## src/rtl/echo_pipeline_sequencer.sv

```systemverilog
// Per-sample sequencer for the echo-cancellation datapath: conv -> lag -> adapt/cancel -> capture.
// Optional macro SEQ_TIMEOUT_EN adds a per-WAIT-state watchdog that aborts a stuck sample.
module echo_pipeline_sequencer #(
  parameter int CNT_W       = 13,
  parameter int PULSE_CYC   = 2,
  parameter int TIMEOUT_CYC = 1024
) (
  input  logic             clk_operation,
  input  logic             rst,
  input  logic [CNT_W-1:0] sampling_cycle_counter,
  input  logic             adapt_mode,
  input  logic             ready_conv,
  input  logic             ready_lag,
  input  logic             ready_adapt,
  input  logic             ready_cancel,
  input  logic [63:0]      e,
  input  logic [63:0]      signal_without_echo,
  output logic             en_conv,
  output logic             en_lag,
  output logic             en_adapt,
  output logic             en_cancel,
  output logic             en_out,
  output logic [63:0]      double_out,
  output logic             out_valid,
  output logic [31:0]      iteration,
  output logic             busy,
  output logic             overrun,
  output logic             timeout_err
);
  localparam int PW = (PULSE_CYC > 1) ? $clog2(PULSE_CYC) : 1;
  localparam int TW = (TIMEOUT_CYC > 2) ? $clog2(TIMEOUT_CYC) : 1;

  if (PULSE_CYC < 1) begin : g_bad_pulse
    $error("PULSE_CYC must be at least 1");
  end
  if (TIMEOUT_CYC < 2) begin : g_bad_timeout
    $error("TIMEOUT_CYC must be at least 2");
  end

  // Encoding order matters: each EN/WAIT state advances to state+1.
  typedef enum logic [2:0] {
    IDLE, CONV_EN, CONV_WAIT, LAG_EN, LAG_WAIT, S3_EN, S3_WAIT, CAPTURE
  } state_t;

  state_t          state;
  logic            mode_q;
  logic            seen_low;
  logic [PW-1:0]   pcnt;
  logic            start;
  logic            in_stage;
  logic            stage_rdy;

  assign start    = (sampling_cycle_counter == '0);
  assign in_stage = (state != IDLE) && (state != CAPTURE);
  assign busy     = (state != IDLE);

  always_comb begin
    stage_rdy = 1'b0;
    case (state)
      CONV_EN, CONV_WAIT: stage_rdy = ready_conv;
      LAG_EN, LAG_WAIT:   stage_rdy = ready_lag;
      S3_EN, S3_WAIT:     stage_rdy = mode_q ? ready_adapt : ready_cancel;
      default:            stage_rdy = 1'b0;
    endcase
  end

`ifdef SEQ_TIMEOUT_EN
  logic [TW-1:0] wcnt;
`else
  assign timeout_err = 1'b0;
`endif

  always_ff @(posedge clk_operation) begin
    if (rst) begin
      state      <= IDLE;
      mode_q     <= 1'b0;
      seen_low   <= 1'b0;
      pcnt       <= '0;
      en_conv    <= 1'b0;
      en_lag     <= 1'b0;
      en_adapt   <= 1'b0;
      en_cancel  <= 1'b0;
      en_out     <= 1'b0;
      double_out <= 64'h0;
      out_valid  <= 1'b0;
      iteration  <= 32'h0;
      overrun    <= 1'b0;
`ifdef SEQ_TIMEOUT_EN
      wcnt        <= '0;
      timeout_err <= 1'b0;
`endif
    end else begin
      out_valid <= 1'b0;
      if (start && busy) overrun <= 1'b1;
      // A stage only counts as done after its ready has been seen low since the pulse began.
      if (in_stage && !stage_rdy) seen_low <= 1'b1;
      case (state)
        IDLE: if (start) begin
          mode_q   <= adapt_mode;
          en_conv  <= 1'b1;
          pcnt     <= '0;
          seen_low <= 1'b0;
          state    <= CONV_EN;
        end
        CONV_EN, LAG_EN, S3_EN: begin
          if (pcnt == PW'(PULSE_CYC - 1)) begin
            {en_conv, en_lag, en_adapt, en_cancel} <= 4'b0;
            state <= state_t'(state + 3'd1);
`ifdef SEQ_TIMEOUT_EN
            wcnt  <= '0;
`endif
          end else begin
            pcnt <= pcnt + 1'b1;
          end
        end
        CONV_WAIT, LAG_WAIT, S3_WAIT: begin
          if (stage_rdy && seen_low) begin
            pcnt     <= '0;
            seen_low <= 1'b0;
            state    <= state_t'(state + 3'd1);
            if (state == CONV_WAIT) en_lag <= 1'b1;
            if (state == LAG_WAIT) begin
              en_adapt  <= mode_q;
              en_cancel <= !mode_q;
            end
          end
`ifdef SEQ_TIMEOUT_EN
          else if (wcnt == TW'(TIMEOUT_CYC - 1)) begin
            timeout_err <= 1'b1;
            state       <= IDLE;
          end else begin
            wcnt <= wcnt + 1'b1;
          end
`endif
        end
        CAPTURE: begin
          double_out <= mode_q ? e : signal_without_echo;
          out_valid  <= 1'b1;
          en_out     <= 1'b1;
          if (mode_q) iteration <= iteration + 32'd1;
          state <= IDLE;
        end
        default: state <= IDLE;
      endcase
    end
  end
endmodule
```

## config.mk

```make
export PLATFORM = sky130hd
export DESIGN_NAME = echo_pipeline_sequencer
export DESIGN_NICKNAME = d
export VERILOG_FILES = /design/src/rtl/echo_pipeline_sequencer.sv
export SDC_FILE = /design/constraint.sdc
export NUM_CORES = 1
export LEC_CHECK = 0
export CAP_MARGIN = 20
export CORE_MARGIN = 3
export CORE_UTILIZATION = 45
export CTS_BUF_LIST = sky130_fd_sc_hd__clkbuf_8
export CTS_CLUSTER_DIAMETER = 30
export DETAILED_ROUTE_END_ITERATION = 16
export GPL_TIMING_DRIVEN = 0
export PLACE_DENSITY = 0.89
export SLEW_MARGIN = 20
export SYNTH_ARGS = -nofsm -noshare
export SYNTH_HDL_FRONTEND = slang
export SYNTH_SLANG_ARGS = --single-unit
```

## constraint.sdc

```tcl
create_clock -name clk_operation -period 3.3 [get_ports clk_operation]
set_input_delay 0.825 -clock clk_operation [delete_from_list [all_inputs] [get_ports clk_operation]]
set_output_delay 0.825 -clock clk_operation [all_outputs]
set_load 0.01 [all_outputs]
```

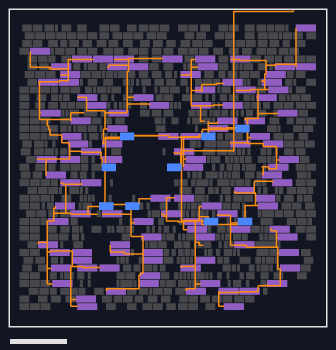
Figure 1: clock network drawn from the DEF.
Bar = 20 µm.
clock drivers: in blue, count 9. clock wires: in orange, length 1,150 µm. flip-flops: in purple, count 109.
Position of the flops: all over the die.
largest clock skew in the final design: 0.0128 ns
worst skew pair latency: 0.36 ns
clock network power: 756 µW
proportion of power drawn by the clock network: 0.326

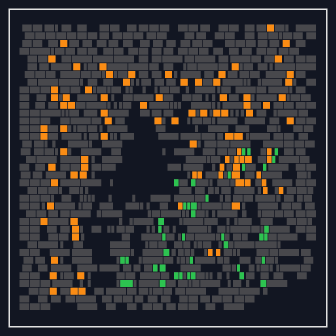
Figure 2: logic cells by family.
aoi and oai cells: in orange, cells 90, most used a211oi_1. nand cells: in green, cells 39, most used nand2_1.
filler-free cell count of the finished design: 945
most instantiated logic cell after routing: clkdlybuf4s50_1
combinational share of cell area: 0.330

==> tab_implementation.tex <==
% Generated from flow reports
\begin{tabular}{lr}
\hline
Metric & Value \\
\hline
\multicolumn{2}{l}{\textbf{Logic synthesis}} \\
Post-synth cell types & 39 \\
Leading post-synthesis cells by cell area & dfxtp\_1 (44\%), mux2i\_1 (14\%), a211oi\_1 (9.8\%) \\
Post-synth mux share & 0.141 \\
Largest family of logic cells by area & simple AND/OR/NAND/NOR gates \\
Count of flip-flops with a built-in enable after synthesis & 0 \\
Yosys stat area & 4960 µm² \\
Seq share, synth & 0.440 \\
Mean Syn Cell Area & 9.14 µm² \\
\multicolumn{2}{l}{\textbf{Finish}} \\
Final non-clock buffer share & 0.342 \\
Most frequent logic cells in the routed design & clkdlybuf4s50\_1 (250), dfxtp\_1 (109), nor2\_1 (108) \\
Clock network share of area & 0.0234 \\
Layout overhead on the synthesized area & 57.5\% \\
Largest register by flop count & double\_out \\
Leading registers by flop count & double\_out x64, iteration x32, state x3 \\
Share of final-layout standard cells stronger than drive strength 1 & 0.0383 \\
\multicolumn{2}{l}{\textbf{Route}} \\
Routed length on met3 & $\sim$1100 µm \\
Aggregate routed wire length & 16,700 µm \\
\multicolumn{2}{l}{\textbf{Hold path}} \\
Launch instance of the worst min-delay path & en\_cancel \\
Hold-critical path endpoint & en\_cancel \\
Worst hold path stage count & 2 \\
\multicolumn{2}{l}{\textbf{Place}} \\
Placed wire-length estimate after detailed placement & between 10,000 and 15,000 µm \\
Cell area reported after detailed placement & $\sim$7600 µm² \\
\multicolumn{2}{l}{\textbf{Final timing}} \\
Setup total negative slack & 0 ns \\
Post-layout period usage & 0.851 \\
\multicolumn{2}{l}{\textbf{Global route}} \\
Maximum number of pins on one net before global-route repair & 19 \\
GRT Util Overall & 0.266 \\
Leftover overflow at the end of global routing & 0 \\
Antenna violations before repair & 0 \\
\multicolumn{2}{l}{\textbf{Floorplan}} \\
Die boundary height & 111 µm \\
Core area & 10,500 µm² \\
I/O pins & 253 \\
\multicolumn{2}{l}{\textbf{Run status}} \\
Run status & finished clean \\
\multicolumn{2}{l}{\textbf{Worst setup path}} \\
Worst R2R Path Depth & 9 \\
Worst setup path end & busy \\
Reg-to-reg critical path startpoint & state[0] \\
Reg-to-reg critical path endpoint & iteration[23] \\
\multicolumn{2}{l}{\textbf{Clock tree}} \\
TritonCTS clock tree & yes \\
Count of clock tree sinks & around 110 \\
\multicolumn{2}{l}{\textbf{Power}} \\
Power density relative to cell area & 296 nW/µm² \\
Largest power group & sequential cells \\
VDD IR-drop max & 0.233 mV \\
\multicolumn{2}{l}{\textbf{Run}} \\
Stage-log warning count & 30 \\
\hline
\end{tabular}
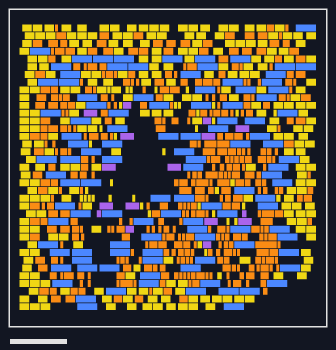
Figure 3: cell classes on the final placement.
Bar = 20 µm.
combinational and other logic: in orange, cells 393, share of their area 34%. sequential cells: in blue, cells 109, share of their area 29%. clock drivers and dummy loads: in purple, cells 16, share of their area 2.4%. remaining buffers and delay cells: in yellow, cells 291, share of their area 35%.

Power is estimated from default activity; no workload was simulated.
